===== src/rtl/seq_signed_divider_pkg.sv =====
// Shared ALU divider definitions: state encoding, step-count convention and the
// conditional-negate helper used for operand magnitudes and result sign fixup.
package seq_signed_divider_pkg;

    localparam int unsigned DIV_BITS  = 4;
    localparam int unsigned DIV_STEPS = DIV_BITS;
    localparam int unsigned NEG_W     = 64;

    typedef enum logic [1:0] {
        ST_IDLE   = 2'd0,
        ST_DIVIDE = 2'd1,
        ST_FIXUP  = 2'd2
    } div_state_e;

    // Two's-complement negate when neg is set; callers zero-extend and truncate.
    function automatic logic [NEG_W-1:0] cond_neg(input logic [NEG_W-1:0] x, input logic neg);
        return neg ? (~x + NEG_W'(1)) : x;
    endfunction

endpackage


===== src/rtl/seq_signed_divider_if.sv =====
// Start/result handshake bundle between a requester (master) and the divider (slave).
interface seq_signed_divider_if
    import seq_signed_divider_pkg::*;
#(
    parameter int unsigned BITS = DIV_BITS
);
    logic            start;
    logic [BITS-1:0] dividend;
    logic [BITS-1:0] divisor;
    logic            ready;
    logic            done;
    logic [BITS-1:0] quotient;
    logic [BITS-1:0] remainder;
    logic            div_zero;
    logic            overflow;

    modport master (
        output start, dividend, divisor,
        input  ready, done, quotient, remainder, div_zero, overflow
    );

    modport slave (
        input  start, dividend, divisor,
        output ready, done, quotient, remainder, div_zero, overflow
    );
endinterface


===== src/rtl/seq_signed_divider_cla_subtractor.sv =====
// Carry-lookahead A - B computed as A + ~B + 1; borrow is the inverted carry-out.
module cla_subtractor #(
    parameter int unsigned W = 5
) (
    input  logic [W-1:0] a_i,
    input  logic [W-1:0] b_i,
    output logic [W-1:0] diff_o,
    output logic         borrow_o
);
    logic [W-1:0] b_n;
    logic [W-1:0] p;
    logic [W-1:0] g;
    logic [W:0]   c;
    logic         acc;
    logic         run;

    assign b_n = ~b_i;
    assign p   = a_i ^ b_n;
    assign g   = a_i & b_n;

    // Each carry is a flat sum of generate terms gated by the propagate chain above them.
    always_comb begin
        c    = '0;
        acc  = 1'b0;
        run  = 1'b1;
        c[0] = 1'b1;
        for (int i = 0; i < int'(W); i++) begin
            acc = 1'b0;
            run = 1'b1;
            for (int j = i; j >= 0; j--) begin
                acc = acc | (run & g[j]);
                run = run & p[j];
            end
            c[i+1] = acc | run;
        end
    end

    assign diff_o   = p ^ c[W-1:0];
    assign borrow_o = ~c[W];
endmodule


===== src/rtl/seq_signed_divider.sv =====
// Multi-cycle signed restoring divider: one shift-subtract step per clock,
// truncating quotient and dividend-signed remainder with a one-cycle done pulse.
module seq_signed_divider
    import seq_signed_divider_pkg::*;
#(
    parameter int unsigned BITS = DIV_BITS
) (
    input logic                 clk,
    input logic                 rst,
    seq_signed_divider_if.slave bus
);
    localparam int unsigned   STEPS   = BITS;
    localparam int unsigned   CNT_W   = $clog2(STEPS);
    localparam logic [1:0]    IDLE    = ST_IDLE;
    localparam logic [1:0]    DIVIDE  = ST_DIVIDE;
    localparam logic [1:0]    FIXUP   = ST_FIXUP;
    localparam logic [BITS-1:0] MIN_NEG = {1'b1, {(BITS-1){1'b0}}};

    logic [1:0]       state_q, state_d;
    logic [CNT_W-1:0] cnt_q, cnt_d;
    logic [BITS-1:0]  rem_q, rem_d;
    logic [BITS-1:0]  dvd_q, dvd_d;
    logic [BITS-1:0]  dvs_q, dvs_d;
    logic             sgn_q_q, sgn_q_d;
    logic             sgn_r_q, sgn_r_d;
    logic             dz_pend_q, dz_pend_d;
    logic             ovf_pend_q, ovf_pend_d;
    logic [BITS-1:0]  quot_q, quot_d;
    logic [BITS-1:0]  rmd_q, rmd_d;
    logic             dz_q, dz_d;
    logic             ovf_q, ovf_d;
    logic             done_q, done_d;

    logic [BITS:0]    shifted;
    logic [BITS:0]    diff;
    logic             borrow;

    // dvd_q starts as |dividend| and fills with quotient bits from the LSB side.
    assign shifted = {rem_q, dvd_q[BITS-1]};

    cla_subtractor #(.W(BITS + 1)) u_sub (
        .a_i      (shifted),
        .b_i      ({1'b0, dvs_q}),
        .diff_o   (diff),
        .borrow_o (borrow)
    );

    always_comb begin
        state_d    = state_q;
        cnt_d      = cnt_q;
        rem_d      = rem_q;
        dvd_d      = dvd_q;
        dvs_d      = dvs_q;
        sgn_q_d    = sgn_q_q;
        sgn_r_d    = sgn_r_q;
        dz_pend_d  = dz_pend_q;
        ovf_pend_d = ovf_pend_q;
        quot_d     = quot_q;
        rmd_d      = rmd_q;
        dz_d       = dz_q;
        ovf_d      = ovf_q;
        done_d     = 1'b0;
        case (state_q)
            IDLE: begin
                if (bus.start) begin
                    dvd_d      = BITS'(cond_neg(NEG_W'(bus.dividend), bus.dividend[BITS-1]));
                    dvs_d      = BITS'(cond_neg(NEG_W'(bus.divisor), bus.divisor[BITS-1]));
                    rem_d      = '0;
                    sgn_q_d    = bus.dividend[BITS-1] ^ bus.divisor[BITS-1];
                    sgn_r_d    = bus.dividend[BITS-1];
                    dz_pend_d  = (bus.divisor == '0);
                    ovf_pend_d = (bus.dividend == MIN_NEG) && (bus.divisor == '1);
                    cnt_d      = CNT_W'(STEPS - 1);
                    state_d    = DIVIDE;
                end
            end
            DIVIDE: begin
                if (!borrow) begin
                    rem_d = BITS'(diff);
                    dvd_d = {dvd_q[BITS-2:0], 1'b1};
                end else begin
                    rem_d = BITS'(shifted);
                    dvd_d = {dvd_q[BITS-2:0], 1'b0};
                end
                cnt_d = CNT_W'(cnt_q - 1'b1);
                if (cnt_q == '0) begin
                    state_d = FIXUP;
                end
            end
            FIXUP: begin
                quot_d  = BITS'(cond_neg(NEG_W'(dvd_q), sgn_q_q));
                rmd_d   = BITS'(cond_neg(NEG_W'(rem_q), sgn_r_q));
                dz_d    = dz_pend_q;
                ovf_d   = ovf_pend_q;
                done_d  = 1'b1;
                state_d = IDLE;
            end
            default: state_d = IDLE;
        endcase
    end

    always_ff @(posedge clk or posedge rst) begin
        if (rst) begin
            state_q    <= IDLE;
            cnt_q      <= '0;
            rem_q      <= '0;
            dvd_q      <= '0;
            dvs_q      <= '0;
            sgn_q_q    <= 1'b0;
            sgn_r_q    <= 1'b0;
            dz_pend_q  <= 1'b0;
            ovf_pend_q <= 1'b0;
            quot_q     <= '0;
            rmd_q      <= '0;
            dz_q       <= 1'b0;
            ovf_q      <= 1'b0;
            done_q     <= 1'b0;
        end else begin
            state_q    <= state_d;
            cnt_q      <= cnt_d;
            rem_q      <= rem_d;
            dvd_q      <= dvd_d;
            dvs_q      <= dvs_d;
            sgn_q_q    <= sgn_q_d;
            sgn_r_q    <= sgn_r_d;
            dz_pend_q  <= dz_pend_d;
            ovf_pend_q <= ovf_pend_d;
            quot_q     <= quot_d;
            rmd_q      <= rmd_d;
            dz_q       <= dz_d;
            ovf_q      <= ovf_d;
            done_q     <= done_d;
        end
    end

    assign bus.ready     = (state_q == IDLE);
    assign bus.done      = done_q;
    assign bus.quotient  = quot_q;
    assign bus.remainder = rmd_q;
    assign bus.div_zero  = dz_q;
    assign bus.overflow  = ovf_q;
endmodule


===== src/flat_wrapper.sv =====
// flat-port wrapper written by rule: the top's interface ports become plain ports
module seq_signed_divider_flat import seq_signed_divider_pkg::*;
#(
    parameter int unsigned BITS = DIV_BITS
)
  (clk, rst, bus_start, bus_dividend, bus_divisor, bus_ready, bus_done, bus_quotient, bus_remainder, bus_div_zero, bus_overflow);
  seq_signed_divider_if #(.BITS(BITS)) bus_i ();
  input logic clk;
  input logic rst;
  input wire logic [$bits(bus_i.start)-1:0] bus_start;
  input wire logic [$bits(bus_i.dividend)-1:0] bus_dividend;
  input wire logic [$bits(bus_i.divisor)-1:0] bus_divisor;
  output wire logic [$bits(bus_i.ready)-1:0] bus_ready;
  output wire logic [$bits(bus_i.done)-1:0] bus_done;
  output wire logic [$bits(bus_i.quotient)-1:0] bus_quotient;
  output wire logic [$bits(bus_i.remainder)-1:0] bus_remainder;
  output wire logic [$bits(bus_i.div_zero)-1:0] bus_div_zero;
  output wire logic [$bits(bus_i.overflow)-1:0] bus_overflow;
  assign bus_i.start = bus_start;
  assign bus_i.dividend = bus_dividend;
  assign bus_i.divisor = bus_divisor;
  assign bus_ready = bus_i.ready;
  assign bus_done = bus_i.done;
  assign bus_quotient = bus_i.quotient;
  assign bus_remainder = bus_i.remainder;
  assign bus_div_zero = bus_i.div_zero;
  assign bus_overflow = bus_i.overflow;
  seq_signed_divider #(.BITS(BITS)) u_core (.clk(clk), .rst(rst), .bus(bus_i));
endmodule

===== config.mk =====
export PLATFORM = sky130hd
export DESIGN_NAME = seq_signed_divider_flat
export DESIGN_NICKNAME = d
export VERILOG_FILES = /design/src/rtl/seq_signed_divider_pkg.sv /design/src/rtl/seq_signed_divider_if.sv /design/src/rtl/seq_signed_divider_cla_subtractor.sv /design/src/rtl/seq_signed_divider.sv /design/src/flat_wrapper.sv
export SDC_FILE = /design/constraint.sdc
export NUM_CORES = 1
export LEC_CHECK = 0
export ABC_AREA = 1
export CORE_MARGIN = 5
export CORE_UTILIZATION = 45
export DETAILED_ROUTE_END_ITERATION = 6
export MAX_ROUTING_LAYER = met4
export PLACE_DENSITY = 0.71
export REMOVE_ABC_BUFFERS = 1
export SLEW_MARGIN = 20
export SYNTH_ARGS = -nofsm -noshare
export SYNTH_HDL_FRONTEND = slang
export SYNTH_SLANG_ARGS = --single-unit
export TNS_END_PERCENT = 100

===== constraint.sdc =====
create_clock -name clk -period 1.7 [get_ports clk]
set_clock_uncertainty 0.15 [all_clocks]
set_input_delay 0.255 -clock clk [delete_from_list [all_inputs] [get_ports clk]]
set_output_delay 0.255 -clock clk [all_outputs]
set_load 0.01 [all_outputs]

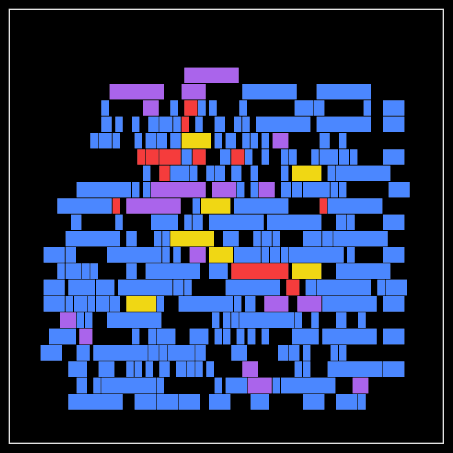
(images/sizes.png)
(6 px per um)
- purple: _3 and _4 cells (cells 17; share 7.0%; most used buf_4)
- yellow: _6 and larger (cells 7; share 2.9%; most used clkbuf_8)
- blue: _0 and _1 cells (cells 206; share 85%; most used nand2_1)
- red: _2 cells (cells 12; share 5.0%; most used inv_2)

==> impl_metrics.env <==
# implementation run metrics
export IMPL_tightest_slew_ps=373.9
export IMPL_syn_inst=207
export IMPL_wl_per_cell_um=11.72
export IMPL_cts_root_buf="clkbuf_8"
export IMPL_routed_wl_um=3400
export IMPL_ys_seq_share_pct=44.70
export IMPL_cts_max_level=2
export IMPL_ant_nets=0
export IMPL_routed_via_density=4.869
export IMPL_power_total_uw=4288
export IMPL_hpwl_um=2574
export IMPL_ys_ff=31
export IMPL_fp_dieH_um=72.10
export IMPL_dieWidth_um=72.10
export IMPL_ys_cells=207
export IMPL_netlist_area_mm2=0.001735
export IMPL_drt_pass1_iterations=4
export IMPL_seq_share_pct=35.47
export IMPL_initCoreUtil_pct=47.05
export IMPL_regArea_um2=777.0
export IMPL_end_kind="register"
export IMPL_drv_slew=0
export IMPL_period_used_pct=93.32
export IMPL_grt_max_degree=32
export IMPL_grt_pass1_vias=1392
export IMPL_cts_tree="done"
export IMPL_clk_pin_slew_ps=60
export IMPL_top_cells_by_count="52 x nand2_1, 31 x dfrtp_1, 28 x inv_1, 13 x nand3_1, 13 x nor2_1"
export IMPL_tool_warnings=28
export IMPL_ff_type="dfrtp_1"
export IMPL_reg2reg_setup_slack_ps=110
export IMPL_diodes=0
export IMPL_status="complete, no violations"
export IMPL_layout_top_cells="52 x nand2_1, 30 x dfrtp_1, 26 x inv_1"
export IMPL_clock_sinks=31
export IMPL_ir_drop_v=0.0008923
export IMPL_comb_area_share_pct=39.75
export IMPL_cts_buffers=5
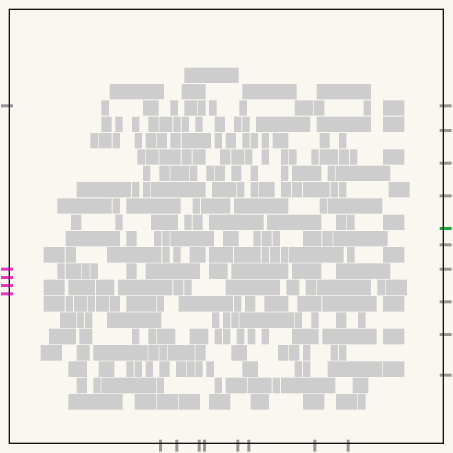
(images/io_placement.png)
(6 px per um) Pins as bars across the die edge, other pins in gray.
- magenta: bus_divisor (pins 4; direction input; edge west)
- green: bus_div_zero (pins 1; direction output; edge east)
- all pins by edge: 10 east, 8 south, 5 west

-- report_power, final --
| part | switching (uW) | internal (uW) | total [uW] |
|---|---|---|---|
| clock | 254 | 286 | 541 |
| sequential | 242 | 1070 | 1310 |
| combinational | 1340 | 1100 | 2440 |
-- final timing paths --
kind,start,end,cells past startpoint
worst max-delay path,u_core.rem_q[0],u_core.rem_q[0],8
worst min-delay path,rst,u_core.bus.quotient[1],3
worst max register to register,u_core.rem_q[0],u_core.rem_q[0],8
worst min register to register,u_core.bus.overflow,u_core.bus.overflow,2
max in group asynchronous,rst,u_core.state_q[0],3
min in group clk,u_core.bus.overflow,u_core.bus.overflow,2
-- state kept, by name, summed over array words and instances, names as in the netlist, 2 cells and up --
signal and flops:
u_core.bus.quotient 4, u_core.bus.remainder 4, u_core.dvd_q 4, u_core.dvs_q 4
u_core.rem_q 4, u_core.cnt_q 2, u_core.state_q 2
-- timing repair --
| action | in CTS | in global routing |
|---|---|---|
| pin swaps | 0 | 2 |
| gates resized | 3 | 8 |
| setup endpoints to repair | 1 | 5 |
-- logic make-up (layout without fill, tap and decap cells) --
family,after synthesis,after routing,share of synthesized area (%)
and+or+nand+nor,95,95,26.03
buffers and inverters,34,69,8.435
DFF,31,31,44.70
AOI/OAI and AO/OA,29,29,9.373
adders and majority gates,11,11,7.931
xor gates and xnor gates,7,7,3.533
-- routing by layer --
layer	up-vias	global-route usage, %	wire (um)	part of all wire [%]
met4	0	5.637	27	0.79
met1	634	19.93	1635	48
met2	37	22.85	1550	46
li1	737	-	-	-
met3	4	3.740	186	5.5
met5	-	-	0	0
-- critical path, stage by stage (launching register included) --
cell	delay, ps
dfrtp_1	430
ha_4	320
inv_2	40
nor2_2	100
nand3_2	140
nand2_4	110
nand2_1	60
nand3_1	70
nand2_1	50
